[config.mk]
export PLATFORM = sky130hd
export DESIGN_NAME = program_memory_loadable_flat
export DESIGN_NICKNAME = d
export VERILOG_FILES = /design/src/rtl/mips_mem_pkg.sv /design/src/rtl/program_memory_loadable_if.sv /design/src/rtl/sync_ram_1r1w.sv /design/src/rtl/program_memory_loadable.sv /design/src/flat_wrapper.sv
export SDC_FILE = /design/constraint.sdc
export NUM_CORES = 2
export LEC_CHECK = 0
export CAP_MARGIN = 20
export CELL_PAD_IN_SITES_DETAIL_PLACEMENT = 1
export CELL_PAD_IN_SITES_GLOBAL_PLACEMENT = 1
export CORE_UTILIZATION = 50
export DETAILED_ROUTE_END_ITERATION = 10
export HOLD_SLACK_MARGIN = 0.12
export PLACE_DENSITY = 0.7
export SYNTH_ARGS = -nofsm -noshare
export SYNTH_HDL_FRONTEND = slang
export SYNTH_SLANG_ARGS = --single-unit
[constraint.sdc]
create_clock -name clk -period 5.75 [get_ports clk]
set_clock_uncertainty 0.1 [all_clocks]
set_input_delay 1.4375 -clock clk [delete_from_list [all_inputs] [get_ports clk]]
set_output_delay 1.4375 -clock clk [all_outputs]
set_load 0.01 [all_outputs]
[src/rtl/mips_mem_pkg.sv]
// Shared definitions for the loadable MIPS program memory.
//   state_e              : loader/fetch FSM state
//   MIPS_NOP             : word returned on a faulted fetch
//   DEFAULT_BASE_ADDRESS : byte address of word 0 (MARS .text base)
package mips_mem_pkg;

    typedef enum logic [1:0] {
        IDLE = 2'd0,
        LOAD = 2'd1,
        RUN  = 2'd2
    } state_e;

    localparam logic [31:0] MIPS_NOP             = 32'h0000_0000;
    localparam logic [31:0] DEFAULT_BASE_ADDRESS = 32'h0040_0000;

endpackage

[src/rtl/program_memory_loadable_if.sv]
// Loader and fetch bus of the loadable program memory.
//   master : loader/fetch side (drives load_*, fetch_req, Address)
//   slave  : memory side (drives load_ready/done/count, Instruction, instr_valid, faults)
interface program_memory_loadable_if #(
    parameter int unsigned MEMORY_DEPTH = 64,
    parameter int unsigned DATA_WIDTH   = 32
);

    localparam int unsigned CW = $clog2(MEMORY_DEPTH + 1);

    logic                  load_start;
    logic                  load_valid;
    logic [DATA_WIDTH-1:0] load_data;
    logic                  load_last;
    logic                  load_ready;
    logic                  load_done;
    logic [CW-1:0]         load_count;

    logic                  fetch_req;
    logic [DATA_WIDTH-1:0] Address;
    logic [DATA_WIDTH-1:0] Instruction;
    logic                  instr_valid;
    logic                  fault_misaligned;
    logic                  fault_range;

    modport master (
        output load_start, load_valid, load_data, load_last, fetch_req, Address,
        input  load_ready, load_done, load_count, Instruction, instr_valid,
               fault_misaligned, fault_range
    );

    modport slave (
        input  load_start, load_valid, load_data, load_last, fetch_req, Address,
        output load_ready, load_done, load_count, Instruction, instr_valid,
               fault_misaligned, fault_range
    );

endinterface

[src/rtl/sync_ram_1r1w.sv]
// Single-clock RAM: one write port, one registered read port, no array reset.
//   clk      : clock, rising edge
//   we_i     : write enable,  waddr_i / wdata_i : write address / data
//   re_i     : read enable,   raddr_i          : read address
//   rdata_o  : read data, updated one edge after re_i, held otherwise
module sync_ram_1r1w #(
    parameter int unsigned DEPTH = 64,
    parameter int unsigned WIDTH = 32,
    parameter int unsigned AW    = (DEPTH > 1) ? $clog2(DEPTH) : 1
) (
    input  logic             clk,
    input  logic             we_i,
    input  logic [AW-1:0]    waddr_i,
    input  logic [WIDTH-1:0] wdata_i,
    input  logic             re_i,
    input  logic [AW-1:0]    raddr_i,
    output logic [WIDTH-1:0] rdata_o
);

    logic [WIDTH-1:0] mem [DEPTH];
    logic [WIDTH-1:0] rdata_q;

    always_ff @(posedge clk) begin
        if (we_i) begin
            mem[waddr_i] <= wdata_i;
        end
        if (re_i) begin
            rdata_q <= mem[raddr_i];
        end
    end

    assign rdata_o = rdata_q;

endmodule

[src/rtl/program_memory_loadable.sv]
// Run-time loadable instruction memory for the MIPS fetch stage.
//   clk   : clock, rising edge
//   reset : synchronous, active-high
//   bus   : loader port (load_start/valid/data/last -> load_ready/done/count) and
//           fetch port (fetch_req/Address -> Instruction/instr_valid/fault_*),
//           responses one cycle after the request.
module program_memory_loadable
    import mips_mem_pkg::*;
#(
    parameter int unsigned           MEMORY_DEPTH = 64,
    parameter int unsigned           DATA_WIDTH   = 32,
    parameter logic [DATA_WIDTH-1:0] BASE_ADDRESS = DATA_WIDTH'(DEFAULT_BASE_ADDRESS)
) (
    input logic                      clk,
    input logic                      reset,
    program_memory_loadable_if.slave bus
);

    localparam int unsigned AW = (MEMORY_DEPTH > 1) ? $clog2(MEMORY_DEPTH) : 1;
    localparam int unsigned CW = $clog2(MEMORY_DEPTH + 1);

    state_e        state_q, state_d;
    logic [CW-1:0] count_q, count_d;
    logic          load_ready_q, load_ready_d;
    logic          load_done_q, load_done_d;
    logic          instr_valid_q, instr_valid_d;
    logic          fault_mis_q, fault_mis_d;
    logic          fault_range_q, fault_range_d;
    // Set when the last response was a fault (or after reset): Instruction shows NOP.
    logic          nop_q, nop_d;

    logic                  serve;
    logic                  misaligned;
    logic                  out_of_range;
    logic [DATA_WIDTH-1:0] offset;
    logic [DATA_WIDTH-1:0] index;
    logic                  ram_we;
    logic                  ram_re;
    logic [DATA_WIDTH-1:0] ram_rdata;

    always_comb begin
        state_d      = state_q;
        count_d      = count_q;
        ram_we       = 1'b0;

        offset       = bus.Address - BASE_ADDRESS;
        index        = offset >> 2;
        misaligned   = (bus.Address[1:0] != 2'b00);
        out_of_range = (bus.Address < BASE_ADDRESS) || (index >= DATA_WIDTH'(MEMORY_DEPTH));
        serve        = bus.fetch_req && (state_q == RUN);

        // load_start wins over everything, including a word offered in the same cycle.
        if (bus.load_start) begin
            state_d = LOAD;
            count_d = '0;
        end else begin
            unique case (state_q)
                IDLE: ;
                LOAD: begin
                    if (bus.load_valid) begin
                        ram_we  = 1'b1;
                        count_d = count_q + CW'(1);
                        // Leaving on the final slot keeps load_ready low while full.
                        if (bus.load_last || (count_q == CW'(MEMORY_DEPTH - 1))) begin
                            state_d = RUN;
                        end
                    end
                end
                RUN: ;
                default: state_d = IDLE;
            endcase
        end

        load_ready_d  = (state_d == LOAD);
        load_done_d   = (state_d == RUN);
        instr_valid_d = serve;
        fault_mis_d   = serve && misaligned;
        fault_range_d = serve && out_of_range;
        nop_d         = serve ? (misaligned || out_of_range) : nop_q;
        ram_re        = serve && !misaligned && !out_of_range;
    end

    always_ff @(posedge clk) begin
        if (reset) begin
            state_q       <= IDLE;
            count_q       <= '0;
            load_ready_q  <= 1'b0;
            load_done_q   <= 1'b0;
            instr_valid_q <= 1'b0;
            fault_mis_q   <= 1'b0;
            fault_range_q <= 1'b0;
            nop_q         <= 1'b1;
        end else begin
            state_q       <= state_d;
            count_q       <= count_d;
            load_ready_q  <= load_ready_d;
            load_done_q   <= load_done_d;
            instr_valid_q <= instr_valid_d;
            fault_mis_q   <= fault_mis_d;
            fault_range_q <= fault_range_d;
            nop_q         <= nop_d;
        end
    end

    sync_ram_1r1w #(
        .DEPTH (MEMORY_DEPTH),
        .WIDTH (DATA_WIDTH),
        .AW    (AW)
    ) u_ram (
        .clk     (clk),
        .we_i    (ram_we),
        .waddr_i (count_q[AW-1:0]),
        .wdata_i (bus.load_data),
        .re_i    (ram_re),
        .raddr_i (index[AW-1:0]),
        .rdata_o (ram_rdata)
    );

    assign bus.load_ready       = load_ready_q;
    assign bus.load_done        = load_done_q;
    assign bus.load_count       = count_q;
    assign bus.instr_valid      = instr_valid_q;
    assign bus.fault_misaligned = fault_mis_q;
    assign bus.fault_range      = fault_range_q;
    assign bus.Instruction      = nop_q ? DATA_WIDTH'(MIPS_NOP) : ram_rdata;

endmodule

[src/flat_wrapper.sv]
// flat-port wrapper written by rule: the top's interface ports become plain ports
module program_memory_loadable_flat import mips_mem_pkg::*;
#(
    parameter int unsigned           MEMORY_DEPTH = 64,
    parameter int unsigned           DATA_WIDTH   = 32,
    parameter logic [DATA_WIDTH-1:0] BASE_ADDRESS = DATA_WIDTH'(DEFAULT_BASE_ADDRESS)
)
  (clk, reset, bus_load_start, bus_load_valid, bus_load_data, bus_load_last, bus_fetch_req, bus_Address, bus_load_ready, bus_load_done, bus_load_count, bus_Instruction, bus_instr_valid, bus_fault_misaligned, bus_fault_range);
  program_memory_loadable_if #(.MEMORY_DEPTH(MEMORY_DEPTH), .DATA_WIDTH(DATA_WIDTH)) bus_i ();
  input logic clk;
  input logic reset;
  input wire logic [$bits(bus_i.load_start)-1:0] bus_load_start;
  input wire logic [$bits(bus_i.load_valid)-1:0] bus_load_valid;
  input wire logic [$bits(bus_i.load_data)-1:0] bus_load_data;
  input wire logic [$bits(bus_i.load_last)-1:0] bus_load_last;
  input wire logic [$bits(bus_i.fetch_req)-1:0] bus_fetch_req;
  input wire logic [$bits(bus_i.Address)-1:0] bus_Address;
  output wire logic [$bits(bus_i.load_ready)-1:0] bus_load_ready;
  output wire logic [$bits(bus_i.load_done)-1:0] bus_load_done;
  output wire logic [$bits(bus_i.load_count)-1:0] bus_load_count;
  output wire logic [$bits(bus_i.Instruction)-1:0] bus_Instruction;
  output wire logic [$bits(bus_i.instr_valid)-1:0] bus_instr_valid;
  output wire logic [$bits(bus_i.fault_misaligned)-1:0] bus_fault_misaligned;
  output wire logic [$bits(bus_i.fault_range)-1:0] bus_fault_range;
  assign bus_i.load_start = bus_load_start;
  assign bus_i.load_valid = bus_load_valid;
  assign bus_i.load_data = bus_load_data;
  assign bus_i.load_last = bus_load_last;
  assign bus_i.fetch_req = bus_fetch_req;
  assign bus_i.Address = bus_Address;
  assign bus_load_ready = bus_i.load_ready;
  assign bus_load_done = bus_i.load_done;
  assign bus_load_count = bus_i.load_count;
  assign bus_Instruction = bus_i.Instruction;
  assign bus_instr_valid = bus_i.instr_valid;
  assign bus_fault_misaligned = bus_i.fault_misaligned;
  assign bus_fault_range = bus_i.fault_range;
  program_memory_loadable #(.MEMORY_DEPTH(MEMORY_DEPTH), .DATA_WIDTH(DATA_WIDTH), .BASE_ADDRESS(BASE_ADDRESS)) u_core (.clk(clk), .reset(reset), .bus(bus_i));
endmodule
layer_met4.png
Bar = 100 um. Supply wires on this layer in gray.
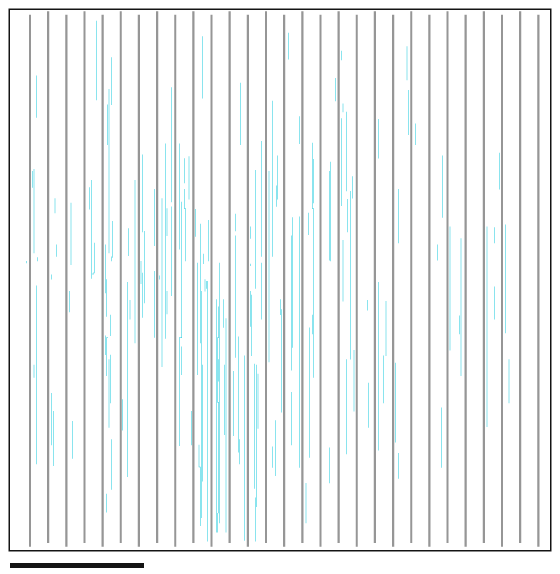
nets with wire on the layer: 94
wire length on this layer: 8200 um

layer_met1.png
Bar = 100 um. Supply wires on this layer in gray.
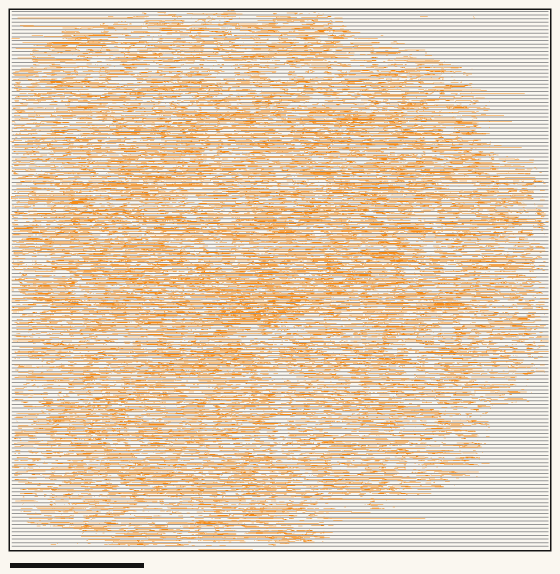
longest straight run: 128 um
nets with wire on the layer: 4105
main direction: horizontal
wire length on this layer: 91.0 mm

layer_met3.png
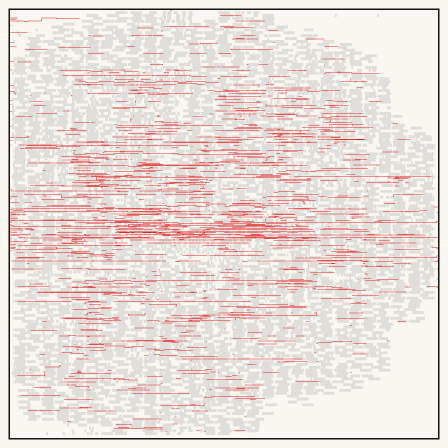
main direction: horizontal
share of all routed wire: 8.5%
longest straight run: 182 um
wire length on this layer: 19700 um
nets with wire on the layer: 545

layer_met2.png
Bar = 100 um.
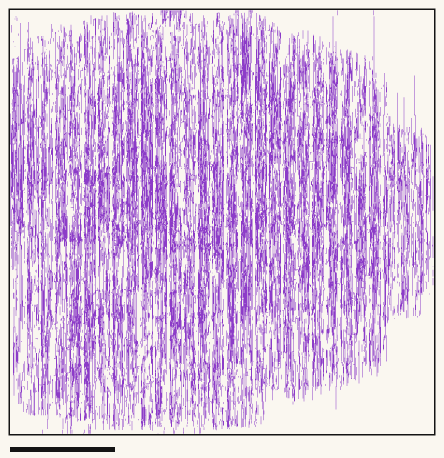
main direction: vertical
nets with wire on the layer: 3911
longest straight run: 220 um

-- layout make-up --
cell class	count	area, um2	area share
tap	2160	2700	0.0293
timing repair buffer	333	3000	0.0325
clock inverter	130	1080	0.0117
sequential	2095	62800	0.680
antenna	4	10.0	0.000108
inverter	2	7.51	0.0000813
clock buffer	249	5480	0.0594
multi-input combinational	1534	17300	0.187
-- synthesized netlist by cell type (35+ instances only) --
cell	instances	area, um2
sky130_fd_sc_hd__nand2_1	82	308
sky130_fd_sc_hd__clkbuf_1	76	285
sky130_fd_sc_hd__mux2i_1	224	2240
sky130_fd_sc_hd__mux2_2	96	1080
sky130_fd_sc_hd__a211oi_1	96	721
sky130_fd_sc_hd__nor2_1	164	616
sky130_fd_sc_hd__nor2b_1	107	669
sky130_fd_sc_hd__a21oi_1	71	355
sky130_fd_sc_hd__edfxtp_1	2080	62500
sky130_fd_sc_hd__o21ai_1	35	175
sky130_fd_sc_hd__buf_2	97	485
sky130_fd_sc_hd__o21ai_0	57	285
sky130_fd_sc_hd__mux4_2	384	8650
-- worst max path at each step --
stage	endpoint	slack [ns]	from	cells after the start
global placement	u_core.u_ram.rdata_o[16]	0.47	bus_Address[2]	7
global route	bus_Instruction[31]	1.10	u_core.nop_q	2
CTS	bus_Instruction[31]	1.19	u_core.nop_q	2
detailed placement	u_core.u_ram.rdata_o[28]	0.81	bus_Address[2]	7
floorplan	u_core.u_ram.mem[0][0]	0.81	bus_load_valid	5
finish	bus_Instruction[31]	1.18	u_core.nop_q	2
-- cell usage in the layout, fill, tap and decap left out, drive strengths merged, types with 71 or more instances in the layout --
| cell type | count |
|---|---|
| clkdlybuf4s50 | 76 |
| a21oi | 71 |
| nand2 | 82 |
| edfxtp | 2080 |
| clkbuf | 249 |
| clkinv | 104 |
| nor2 | 164 |
| mux4 | 384 |
| nor2b | 107 |
| a211oi | 96 |
| mux2 | 96 |
| mux2i | 224 |
| o21ai | 92 |
| buf | 257 |
-- critical path, delay by kind of cell, from the launching register on --
kind	cells	cell delay (ns)
and+or+nand+nor	1	0.77
buffers and inverters	1	0.72
DFF	1	0.67
-- registers in the layout, summed over array words and instances, names as in the netlist --
name                         cells
u_core.u_ram.mem              2048
u_core.u_ram.rdata_o            32
u_core.bus.load_count            7
u_core.state_q                   2
u_core.bus.fault_misaligned      1
u_core.bus.fault_range           1
u_core.bus.instr_valid           1
u_core.bus.load_done             1
u_core.bus.load_ready            1
u_core.nop_q                     1
-- stage by stage --
step,std cells,utilization,cell area (um2)
after CTS,6503,0.576,92300
after floorplan,3854,-,80700
after detailed placement,6124,0.535,85700
final,6507,0.576,92300
after global routing,6503,0.576,92300
after global placement,6119,0.534,85600
-- cells by family after synthesis --
group           count (synthesis)
flops                        2095
mux                           704
compound gates                429
simple gates                  397
buf+inv                       225
xor+xnor                        3
fa+ha+maj                       1
-- power groups by stage --
stage,sequential (uW),clock (uW),combinational [uW]
after floorplan,17100,0,766
after global placement,17100,0,1560
after detailed placement,17100,0,1600
after CTS,16800,13300,1610
after global routing,16800,13800,1670
final,16800,13200,1610
==> summary.txt <==
Summary of implementation figures.

Synthesis
The synthesized instance count is between 3000 and 4000. The post-synthesis area per instance is 20.9 um2. For reference, the top logic cell family by area is multiplexers.

In this run, synthesis inferred 2080 flip-flops with an integrated enable. The area fraction in compound gates is 0.0356. Yosys reported a register bit count of about 2100. Of the total synthesized cell area, the portion taken by AND, OR, NAND and NOR gates is 0.0231. Per Yosys stat, the portion of area used by sequential elements is 0.778.

Finish
In the final design database the tool counted 4245 nets. In the final layout, the share of cells above drive strength 1 is 0.257.

Final timing
The final layout reports a setup TNS of 0 ns. The slew check shows that the tightest pin keeps a relative margin of 0.212. Counting endpoints that fail hold in the final report gives 0. At the pin with the least slew margin, the transition time is 1.18 ns.

CTS
The maximum count of clock buffers along a single path is 3. The number of levels in the clock H-tree is 4. The clock latency at the later pin of the worst-skew pair is 0.84 ns.

Global routing
For this run, global-route usage on met2 was measured as 0.460.

Status
The flow ran to the end, and the final reports show no timing, DRC or antenna violations.

Worst setup path
Data arrives at the worst endpoint at slightly above 3 ns. The largest fanout of any net on the critical path is 33.

Drt
The remaining number of nets flagged by the antenna check after routing is 0. Per the detail_route log, the uppermost layer with routed signals is met5.

Die
The horizontal die size is 404 um.

Place
The estimated wirelength of the detail-placed design is 142000 um.

Power and ir drop
The leakage power in the latest report is 0.0291 uW.

Job
Warnings raised by the tools during the run amount to 27.
Power is estimated from default activity; no workload was simulated.
